Figure 1. Cells colored by class (run 1).
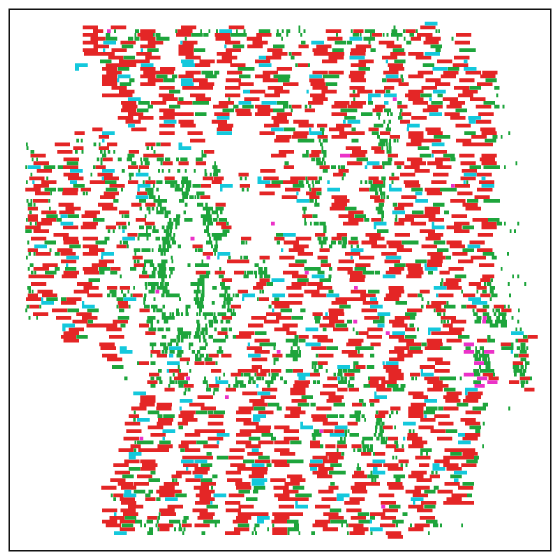
Figure 2. Routing congestion (run 1).
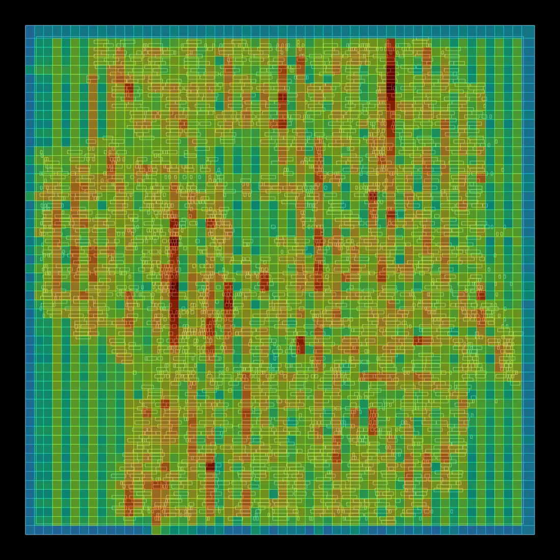
Figure 3. Where the registers sit (run 1).
Bar = 100 um.
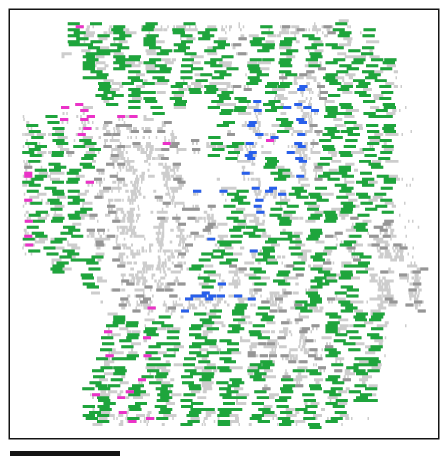
$ cat src/rtl/live_ratio_report_pkg.sv
// Shared types and constants for the live-ratio spill reporter.
package lr_pkg;

    typedef enum logic [1:0] {
        IDLE,
        SNAP,
        DIV,
        PUSH
    } lr_state_e;

    localparam logic [3:0] LIVE_FALL_PAT = 4'b1100;
    localparam logic [3:0] LIVE_RISE_PAT = 4'b0011;

    localparam int SPILL_W = 16;
    localparam int FLAG_W  = 2;
    localparam int LIVE_W  = 32;
    localparam int DROP_W  = 8;

    localparam int FLAG_NZERO = 0;
    localparam int FLAG_SAT   = 1;

    // Fixed-width fields sit at the bottom of a record; count/ratio fields follow.
    localparam int REC_SPILL_OFS = 0;
    localparam int REC_FLAGS_OFS = REC_SPILL_OFS + SPILL_W;
    localparam int REC_CNT_OFS   = REC_FLAGS_OFS + FLAG_W;

endpackage

$ cat src/rtl/live_ratio_report_div.sv
// Restoring divider: quot = (num << FRAC_W) / den, fixed CNT_W+FRAC_W iterations.
// Latency: done high in the last iteration cycle; quot/div_zero valid from the next cycle.
// No backpressure: start is only issued by the owner FSM while the divider is idle.
module lr_div_serial #(
    parameter int CNT_W  = 32,
    parameter int FRAC_W = 16
) (
    input  logic                      clk,
    input  logic                      rst,
    input  logic                      start,
    input  logic [CNT_W-1:0]          num,
    input  logic [CNT_W-1:0]          den,
    output logic                      done,
    output logic [CNT_W+FRAC_W-1:0]   quot,
    output logic                      div_zero
);
    localparam int N  = CNT_W + FRAC_W;
    localparam int CW = $clog2(N);

    logic             run_q, run_d;
    logic [CW-1:0]    cnt_q, cnt_d;
    logic [N-1:0]     num_q, num_d;
    logic [CNT_W-1:0] rem_q, rem_d;
    logic [CNT_W-1:0] den_q, den_d;
    logic             dz_q, dz_d;

    logic [CNT_W:0]   rem_sh;
    logic             ge;

    always_comb begin
        run_d  = run_q;
        cnt_d  = cnt_q;
        num_d  = num_q;
        rem_d  = rem_q;
        den_d  = den_q;
        dz_d   = dz_q;
        rem_sh = {rem_q, num_q[N-1]};
        ge     = rem_sh >= {1'b0, den_q};
        if (start) begin
            run_d = 1'b1;
            cnt_d = '0;
            num_d = {num, {FRAC_W{1'b0}}};
            rem_d = '0;
            den_d = den;
            dz_d  = (den == '0);
        end else if (run_q) begin
            // Dividend bits shift out the top while quotient bits fill in from the bottom.
            num_d = {num_q[N-2:0], ge};
            rem_d = ge ? (rem_sh[CNT_W-1:0] - den_q) : rem_sh[CNT_W-1:0];
            cnt_d = cnt_q + CW'(1);
            if (cnt_q == CW'(N - 1)) begin
                run_d = 1'b0;
            end
        end
    end

    always_ff @(posedge clk) begin
        if (rst) begin
            run_q <= 1'b0;
            cnt_q <= '0;
            num_q <= '0;
            rem_q <= '0;
            den_q <= '0;
            dz_q  <= 1'b0;
        end else begin
            run_q <= run_d;
            cnt_q <= cnt_d;
            num_q <= num_d;
            rem_q <= rem_d;
            den_q <= den_d;
            dz_q  <= dz_d;
        end
    end

    assign done     = run_q && (cnt_q == CW'(N - 1));
    assign quot     = num_q;
    assign div_zero = dz_q;

endmodule

$ cat src/rtl/live_ratio_report.sv
// Per-spill n_out/n_in ratio reporter with show-ahead record FIFO (LIVE_RATIO_LIVETIME_EN adds rec_live).
// Latency: fall detected at edge T -> record written at T+CNT_W+FRAC_W+2.
// Backpressure: none upstream; falls while busy or pushes into a full FIFO are dropped and counted.
module live_ratio_report
    import lr_pkg::*;
#(
    parameter int CNT_W      = 32,
    parameter int FRAC_W     = 16,
    parameter int FIFO_DEPTH = 8
) (
    input  logic                 clk,
    input  logic                 rst,
    input  logic                 live,
    input  logic [CNT_W-1:0]     n_in,
    input  logic [CNT_W-1:0]     n_out,
    input  logic                 rd_en,
    output logic                 rec_valid,
    output logic [SPILL_W-1:0]   rec_spill,
    output logic [CNT_W-1:0]     rec_n_in,
    output logic [CNT_W-1:0]     rec_n_out,
    output logic [FRAC_W:0]      rec_ratio,
`ifdef LIVE_RATIO_LIVETIME_EN
    output logic [LIVE_W-1:0]    rec_live,
`endif
    output logic [FLAG_W-1:0]    rec_flags,
    output logic                 busy,
    output logic [DROP_W-1:0]    drop_cnt
);
    localparam int RAT_W    = FRAC_W + 1;
    localparam int N        = CNT_W + FRAC_W;
    localparam int PW       = $clog2(FIFO_DEPTH);
    localparam int OFS_NIN  = REC_CNT_OFS;
    localparam int OFS_NOUT = OFS_NIN + CNT_W;
    localparam int OFS_RAT  = OFS_NOUT + CNT_W;
    localparam int OFS_LIVE = OFS_RAT + RAT_W;
`ifdef LIVE_RATIO_LIVETIME_EN
    localparam int REC_W    = OFS_LIVE + LIVE_W;
`else
    localparam int REC_W    = OFS_LIVE;
`endif

    lr_state_e          state_q, state_d;
    logic [3:0]         hist_q, hist_d;
    logic [SPILL_W-1:0] spill_q, spill_d, snap_spill_q, snap_spill_d;
    logic [CNT_W-1:0]   snap_nin_q, snap_nin_d, snap_nout_q, snap_nout_d;
    logic [DROP_W-1:0]  drop_q, drop_d;
    logic [PW-1:0]      wr_ptr_q, wr_ptr_d, rd_ptr_q, rd_ptr_d;
    logic [PW:0]        cnt_q, cnt_d;
    logic [REC_W-1:0]   mem_q [FIFO_DEPTH];

    logic               fall, div_start, div_done, div_zero, sat, do_push, do_pop;
    logic [N-1:0]       quot;
    logic [RAT_W-1:0]   ratio;
    logic [FLAG_W-1:0]  flags;
    logic [REC_W-1:0]   rec_wr, head;
    logic [DROP_W:0]    drop_sum;

    assign fall = (hist_q == LIVE_FALL_PAT);

    always_comb begin
        state_d      = state_q;
        hist_d       = {hist_q[2:0], live};
        spill_d      = spill_q;
        snap_spill_d = snap_spill_q;
        snap_nin_d   = snap_nin_q;
        snap_nout_d  = snap_nout_q;
        div_start    = 1'b0;
        if (fall) begin
            spill_d = spill_q + SPILL_W'(1);
        end
        case (state_q)
            IDLE: if (fall) begin
                state_d      = SNAP;
                snap_spill_d = spill_q;
                snap_nin_d   = n_in;
                snap_nout_d  = n_out;
            end
            SNAP: begin
                div_start = 1'b1;
                state_d   = DIV;
            end
            DIV:  if (div_done) state_d = PUSH;
            PUSH: state_d = IDLE;
            default: state_d = IDLE;
        endcase
    end

    lr_div_serial #(.CNT_W(CNT_W), .FRAC_W(FRAC_W)) u_div (
        .clk      (clk),
        .rst      (rst),
        .start    (div_start),
        .num      (snap_nout_q),
        .den      (snap_nin_q),
        .done     (div_done),
        .quot     (quot),
        .div_zero (div_zero)
    );

    assign sat   = |quot[N-1:RAT_W];
    assign ratio = (div_zero || sat) ? '1 : quot[RAT_W-1:0];
    always_comb begin
        flags             = '0;
        flags[FLAG_NZERO] = div_zero;
        flags[FLAG_SAT]   = div_zero || sat;
    end

`ifdef LIVE_RATIO_LIVETIME_EN
    logic [LIVE_W-1:0] live_cnt_q, live_cnt_d, snap_live_q, snap_live_d;

    // Counts the history tap two cycles behind live, so a run that starts with
    // the rise pattern and ends with the fall pattern is counted exactly once.
    always_comb begin
        live_cnt_d  = live_cnt_q;
        snap_live_d = snap_live_q;
        if (hist_q == LIVE_RISE_PAT) begin
            live_cnt_d = LIVE_W'(1);
        end else if (hist_q[1] && (live_cnt_q != '1)) begin
            live_cnt_d = live_cnt_q + LIVE_W'(1);
        end
        if (fall && (state_q == IDLE)) begin
            snap_live_d = live_cnt_q;
        end
    end

    always_ff @(posedge clk) begin
        if (rst) begin
            live_cnt_q  <= '0;
            snap_live_q <= '0;
        end else begin
            live_cnt_q  <= live_cnt_d;
            snap_live_q <= snap_live_d;
        end
    end

    assign rec_wr = {snap_live_q, ratio, snap_nout_q, snap_nin_q, flags, snap_spill_q};
`else
    assign rec_wr = {ratio, snap_nout_q, snap_nin_q, flags, snap_spill_q};
`endif

    always_comb begin
        do_pop   = rd_en && (cnt_q != '0);
        // A full FIFO still accepts the record when the head is popped in the same cycle.
        do_push  = (state_q == PUSH) && ((cnt_q != (PW+1)'(FIFO_DEPTH)) || do_pop);
        wr_ptr_d = do_push ? wr_ptr_q + PW'(1) : wr_ptr_q;
        rd_ptr_d = do_pop  ? rd_ptr_q + PW'(1) : rd_ptr_q;
        cnt_d    = cnt_q + (PW+1)'(do_push) - (PW+1)'(do_pop);
        drop_sum = {1'b0, drop_q}
                 + (DROP_W+1)'(fall && (state_q != IDLE))
                 + (DROP_W+1)'((state_q == PUSH) && !do_push);
        drop_d   = drop_sum[DROP_W] ? '1 : drop_sum[DROP_W-1:0];
    end

    always_ff @(posedge clk) begin
        if (rst) begin
            state_q      <= IDLE;
            hist_q       <= '0;
            spill_q      <= '0;
            snap_spill_q <= '0;
            snap_nin_q   <= '0;
            snap_nout_q  <= '0;
            drop_q       <= '0;
            wr_ptr_q     <= '0;
            rd_ptr_q     <= '0;
            cnt_q        <= '0;
        end else begin
            state_q      <= state_d;
            hist_q       <= hist_d;
            spill_q      <= spill_d;
            snap_spill_q <= snap_spill_d;
            snap_nin_q   <= snap_nin_d;
            snap_nout_q  <= snap_nout_d;
            drop_q       <= drop_d;
            wr_ptr_q     <= wr_ptr_d;
            rd_ptr_q     <= rd_ptr_d;
            cnt_q        <= cnt_d;
        end
    end

    always_ff @(posedge clk) begin
        if (!rst && do_push) begin
            mem_q[wr_ptr_q] <= rec_wr;
        end
    end

    assign rec_valid = (cnt_q != '0);
    assign head      = rec_valid ? mem_q[rd_ptr_q] : '0;
    assign rec_spill = head[REC_SPILL_OFS +: SPILL_W];
    assign rec_flags = head[REC_FLAGS_OFS +: FLAG_W];
    assign rec_n_in  = head[OFS_NIN +: CNT_W];
    assign rec_n_out = head[OFS_NOUT +: CNT_W];
    assign rec_ratio = head[OFS_RAT +: RAT_W];
`ifdef LIVE_RATIO_LIVETIME_EN
    assign rec_live  = head[OFS_LIVE +: LIVE_W];
`endif
    assign busy      = (state_q != IDLE);
    assign drop_cnt  = drop_q;

endmodule

$ cat config.mk
export PLATFORM = sky130hd
export DESIGN_NAME = live_ratio_report
export DESIGN_NICKNAME = d
export VERILOG_FILES = /design/src/rtl/live_ratio_report_pkg.sv /design/src/rtl/live_ratio_report_div.sv /design/src/rtl/live_ratio_report.sv
export SDC_FILE = /design/constraint.sdc
export NUM_CORES = 1
export LEC_CHECK = 0
export CORE_MARGIN = 8
export CORE_UTILIZATION = 30
export DETAILED_ROUTE_END_ITERATION = 8
export DONT_BUFFER_PORTS = 1
export PLACE_DENSITY = 0.4
export SETUP_SLACK_MARGIN = 0.3
export SLEW_MARGIN = 0
export SYNTH_ARGS = -nofsm -noshare
export SYNTH_HDL_FRONTEND = slang
export SYNTH_HIERARCHICAL = 1
export SYNTH_SLANG_ARGS = --single-unit
$ cat constraint.sdc
create_clock -name clk -period 28.6 [get_ports clk]
set_input_delay 7.15 -clock clk [delete_from_list [all_inputs] [get_ports clk]]
set_output_delay 7.15 -clock clk [all_outputs]
set_load 0.05 [all_outputs]
==> flow_summary.ini, run 1 <==
; flow metrics
[status]
status = completed

[route]
wl_met1_mm = 48.4
wl_met3_mm = 4.77
avgRoutedWirePerCell_um = 23.7
postRouteAntennaNets = 0
vias_per_cell = 4.85
vias = 22300
first_pass_iters = 5
finalWirelength_mm = 109
drc = 0

[global_routing]
grt_pass1_wl_mm = 161
grt_max_degree = 195
use_met3 = 0.0258
grt_usage = 0.142
antenna_found_initial = 6

[finish]
fin_nets = 2804
comb_share = 0.257
syn_to_final_growth_pct = 14.0
comb_cells = 1443
non_clock_buffer_area_share = 0.00678
antenna_cells = 3
logic_area_mm2 = 0.0122
ff_count = 1035
inv_count = 60
clock_cell_area_share = 0.0825

[cts]
htreeDepth = 3
clock_latency_ns = 0.71
ctsResizeCount = 0
cts_max_path_buffers = 3
clkSlewWorstSetupHoldPaths_ns = 0.06
cts_tree = done

[placed_design]
gp_congestion = 0.780

[critical_path]
endpoint_kind = primary output
rrSetupSlack_ns = 24.85
crit_fanout = 43
path_common_cell = buf_4
setup.worst_path.start_class = register
crit_buf_inv = 2
reg2reg_depth = 13

[sta]
slew_viol_final = 0
whs_ns = 0.478
worstMarginPinSlew_ns = 1.06
hold_violations = 0
setup_viol_count_final = 0
fin_worst_skew_ns = 0.0290
fin_crit_ns = 11.70

[power_and_ir_drop]
power_density_mw_per_mm2 = 102
p_clk_w = 0.00151
p_int_w = 0.00309
power_leader = sequential cells
p_seq_frac = 0.350
ir_drop_mv = 0.0908
comb_power_share = 0.339
switching_share = 0.362
clock_power_share = 0.311

[job]
warning_count = 38

[synth]
synth_area_per_cell_um2 = 15.5
synth_warnings = 6
synth_nets = 2813
netlist.area_leader.share = 0.569
synth-edff-count = 792
netlist_area_mm2 = 0.0418
top_cells_by_count = edfxtp_1 (792), nor2_1 (286), dfxtp_1 (243), nand2_1 (211), mux4_2 (198)
yosys_cells = 2694
synth.distinct_cells = 70
netlist.top_cell.by_area = edfxtp_1
ys_ff = 1035
top_cell = edfxtp_1
synth_cells = 2694
ys_area_mm2 = 0.0418

[floorplan]
die_area_mm2 = 0.152
fp-row-count = 137
die_height_um = 389
num_io_pins = 177
fp.dieW_um = 389
core-area_mm2 = 0.139

[worst_hold_path]
hold_depth = 2
hold_class = register to register
-- Figure 1 (at the start) --
[sequential cells] red | cells: 1035
[combinational and other logic] green | cells: 1503
[clock drivers and dummy loads] cyan | cells: 223
[remaining buffers and delay cells] magenta | cells: 28
post-route cell area: 0.0476 mm^2
sequential portion of the cell area: 0.602

-- Figure 2 (at the start) --
met2 GRT Util: 0.242
busiest grt layer: met2
met1 usage in global routing: 0.185

-- Figure 3 (at the start) --
[`u_div/quot`] blue | flops: 48
[`snap_nin_q`] magenta | flops: 32
[`mem_q`] green | flops: 792 | where: all over the die
not colored: 163
Seq. cell area: 0.0287 mm^2
fin util: 0.343
Seq power: 0.00170 W

run 1: how the worst max path moves through the flow:
stage / endpoint
after floorplan: mem_q[6][0]$_DFFE_PP_
after global placement: rec_n_in[0]
after detailed placement: rec_n_in[0]
after CTS: rec_n_in[0]
after global routing: rec_n_in[0]
final: rec_n_in[0]
run 1: kinds of logic (layout without fill, tap and decap cells):
| kind of cell | Yosys count | after routing | share of synthesized area |
|---|---|---|---|
| adders and majority gates | 51 | 51 | 0.0158 |
| buffers and inverters | 216 | 311 | 0.0240 |
| DFF | 1035 | 1035 | 0.685 |
| AOI/OAI and AO/OA | 311 | 311 | 0.0449 |
| other | 0 | 3 | 0 |
| muxes | 391 | 391 | 0.153 |
| and+or+nand+nor | 646 | 646 | 0.0677 |
| xor gates and xnor gates | 44 | 44 | 0.00922 |
run 1: metrics by stage:
stage	setup WS (ns)	total power (W)	util	cells	cell area [um^2]
final	16.90	0.00485	0.343	4599	47600
after global routing	16.42	0.00511	0.343	4596	47600
after CTS	16.58	0.00494	0.343	4596	47600
after detailed placement	17.39	0.00340	0.315	4373	43700
after global placement	17.40	0.00340	0.315	4373	43700
after floorplan	10.06	0.00310	-	2694	41800
run 1: layout by cell type (no fill, tap or decap), drive strengths merged, types with 5 or more instances in the layout:
master    netlist  layout
a211oi         19      19
a21o           16      16
a21oi         187     187
a31oi          11      11
and3           10      10
buf            94      28
bufinv          0      10
clkbuf         62     166
clkinv          0      36
clkinvlp        0       6
dfxtp         243     243
edfxtp        792     792
ha             48      48
inv            60      65
mux2i         192     192
mux4          198     198
nand2         211     211
nand3          22      22
nand4          19      19
nor2          287     287
nor2b          19      19
nor3            7       7
nor4           25      25
o21a            5       5
o21ai          43      43
or3            20      20
xnor2          23      23
xor2           21      21
==> run 1 -> run 2 <==
==> constraint.sdc (replaced) <==
create_clock -name clk -period 11.25 [get_ports clk]
set_input_delay 2.8125 -clock clk [delete_from_list [all_inputs] [get_ports clk]]
set_output_delay 2.8125 -clock clk [all_outputs]
set_load 0.05 [all_outputs]
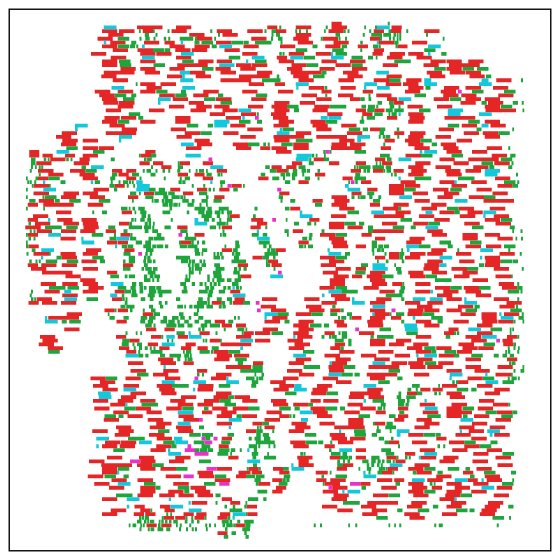
Figure 4: run 2, cells colored by class.
[combinational and other logic] green | cells: 1503
[sequential cells] red | cells: 1035
[clock drivers and dummy loads] cyan | cells: 219
[remaining buffers and delay cells] magenta | cells: 32
sequential portion of the cell area: 0.603
post-route cell area: 0.0475 mm^2
fin util: 0.342

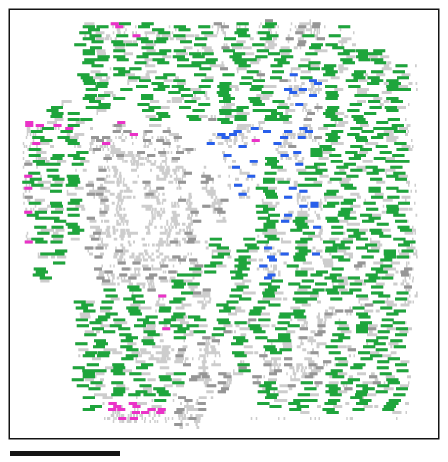
Figure 5: run 2, where the registers sit.
Bar = 100 um.
[`u_div/quot`] blue | flops: 48
[`snap_nin_q`] magenta | flops: 32
[`mem_q`] green | flops: 792 | where: all over the die
Seq power: 0.00433 W

==> flow_summary.ini, run 2 <==
; flow metrics
[finish]
comb_share = 0.258
antenna_cells = 0
ff_count = 1035
inv_count = 60
max_flop_register = mem_q
drive_gt1_frac = 0.157
largest_reg_flops = 792
nClkBuffers = 162
comb_cells = 1443
fin_nets = 2806
clock_cell_area_share = 0.0790
layout_top_cells = edfxtp_1 (792), nor2_1 (285), dfxtp_1 (239)
syn_to_final_growth_pct = 13.6
seq_area_mm2 = 0.0287
lay_top_count = edfxtp_1
non_clock_buffer_area_share = 0.00690
logic_area_mm2 = 0.0123
nNonClkBuffers = 32

[synth]
top_logic_kind = multiplexers
synth_cells = 2694
async_flop_share = 0
synth_nets = 2813
synthSimpleGateAreaFrac = 0.0677
ys_ff = 1035
netlist.area_leader.share = 0.569
synth_seq_share = 0.685
ys_area_mm2 = 0.0418
mux_share = 0.153
yosys.area_share.xor_xnor = 0.00922
netlist_area_mm2 = 0.0418
fa_ha_area_frac = 0.0158
compound_area_frac = 0.0449
synth_warnings = 6
synth-edff-count = 792
yosys_cells = 2694
top_cell = edfxtp_1
netlist.top_cell.by_area = edfxtp_1
top_cells_by_count = edfxtp_1 (792), nor2_1 (286), dfxtp_1 (243), nand2_1 (211), mux4_2 (198)
synth_area_per_cell_um2 = 15.5
synth.distinct_cells = 70

[cts]
ctsResizeCount = 0
postCtsHoldBufs = 0
cts_max_path_buffers = 3
clock_latency_ns = 0.72
htreeDepth = 3
cts_tree = done
clkSlewWorstSetupHoldPaths_ns = 0.06

[power_and_ir_drop]
p_sw_w = 0.00448
switching_share = 0.366
p_int_w = 0.00775
p_seq_frac = 0.354
ir_drop_mv = 0.213
clock_power_share = 0.303
comb_power_share = 0.343
power_density_mw_per_mm2 = 258

[floorplan]
fp.dieW_um = 389
die_height_um = 389
fp-row-count = 137
core-area_mm2 = 0.139
num_io_pins = 177
die_area_mm2 = 0.152

[critical_path]
crit_buf_inv = 1
critical_path_class = register to primary output
crit_fanout = 64
setup.worst_path.start_class = register
endpoint_kind = primary output

[worst_hold_path]
hold_class = register to register

[sta]
fin_crit_sh = 0.600
slew_viol_final = 0
fin_crit_ns = 6.74
fin_worst_skew_ns = 0.0323
setup_viol_count_final = 0
hold_violations = 0
whs_ns = 0.482
worstMarginPinSlew_ns = 1.13

[global_routing]
grt_pass1_wl_mm = 162
antenna_found_initial = 3
grt_max_degree = 195
grt_usage = 0.143

[status]
status = completed

[route]
finalWirelength_mm = 110
first_pass_iters = 5
drt_iter0_drc = 1272
drc = 0
vias_per_cell = 4.86
vias = 22300
postRouteAntennaNets = 0
avgRoutedWirePerCell_um = 23.9

[job]
warning_count = 34

[placed_design]
gp_congestion = 0.736
run 2: cell types whose count changed in the layout (fill, tap and decap cells not counted), moves of 2 or more:
cell,change
buf_12,-2
nor4_2,-3
clkinv_1,+7
buf_4,+6
nor4_4,+3
clkbuf_8,-11
inv_6,-3
clkinvlp_4,-2
diode_2,-3
clkbuf_1,+8
run 2: power by group through the flow:
stage	registers (W)	clock network (W)	logic, W
4_1_cts	0.00434	0.00384	0.00430
5_1_grt	0.00435	0.00398	0.00458
2_1_floorplan	0.00430	0	0.00358
3_5_place_dp	0.00442	0	0.00429
3_3_place_gp	0.00441	0	0.00428
6_report	0.00433	0.00371	0.00420
run 2: metal layers:
layer / GRT usage / share of wire / routed length (um)
met1: 0.189 / 0.45 / 49700
met2: 0.242 / 0.49 / 54000
met3: 0.0223 / 0.035 / 3790
met4: 0.0397 / 0.021 / 2330
met5: 0 / 0 / 0
run 2: path summary, 6_finish.rpt:
kind,startpoint,depth (start not counted),slack (ns),to
setup / recovery,register,4,4.51,rec_flags[0]
hold / removal,hist_q[0]$_SDFF_PP0_,1,0.48,hist_q[1]$_SDFF_PP0_
setup reg to reg,cnt_q[2]$_SDFF_PP0_,13,7.19,drop_cnt[5]$_SDFF_PP0_
hold reg to reg,hist_q[0]$_SDFF_PP0_,1,0.48,hist_q[1]$_SDFF_PP0_
run 2: through the flow:
stage,power (W),utilization,instance area [um^2],std cells,worst slack [ns]
floorplan,0.00788,-,41800,2694,0.539
global placement,0.00869,0.315,43700,4377,5.07
detailed placement,0.00870,0.315,43700,4377,5.07
CTS,0.0125,0.342,47500,4596,4.27
global route,0.0129,0.342,47500,4596,4.17
finish,0.0122,0.342,47500,4596,4.51
Power figures rest on the tool's default switching activity, not on a simulated workload.
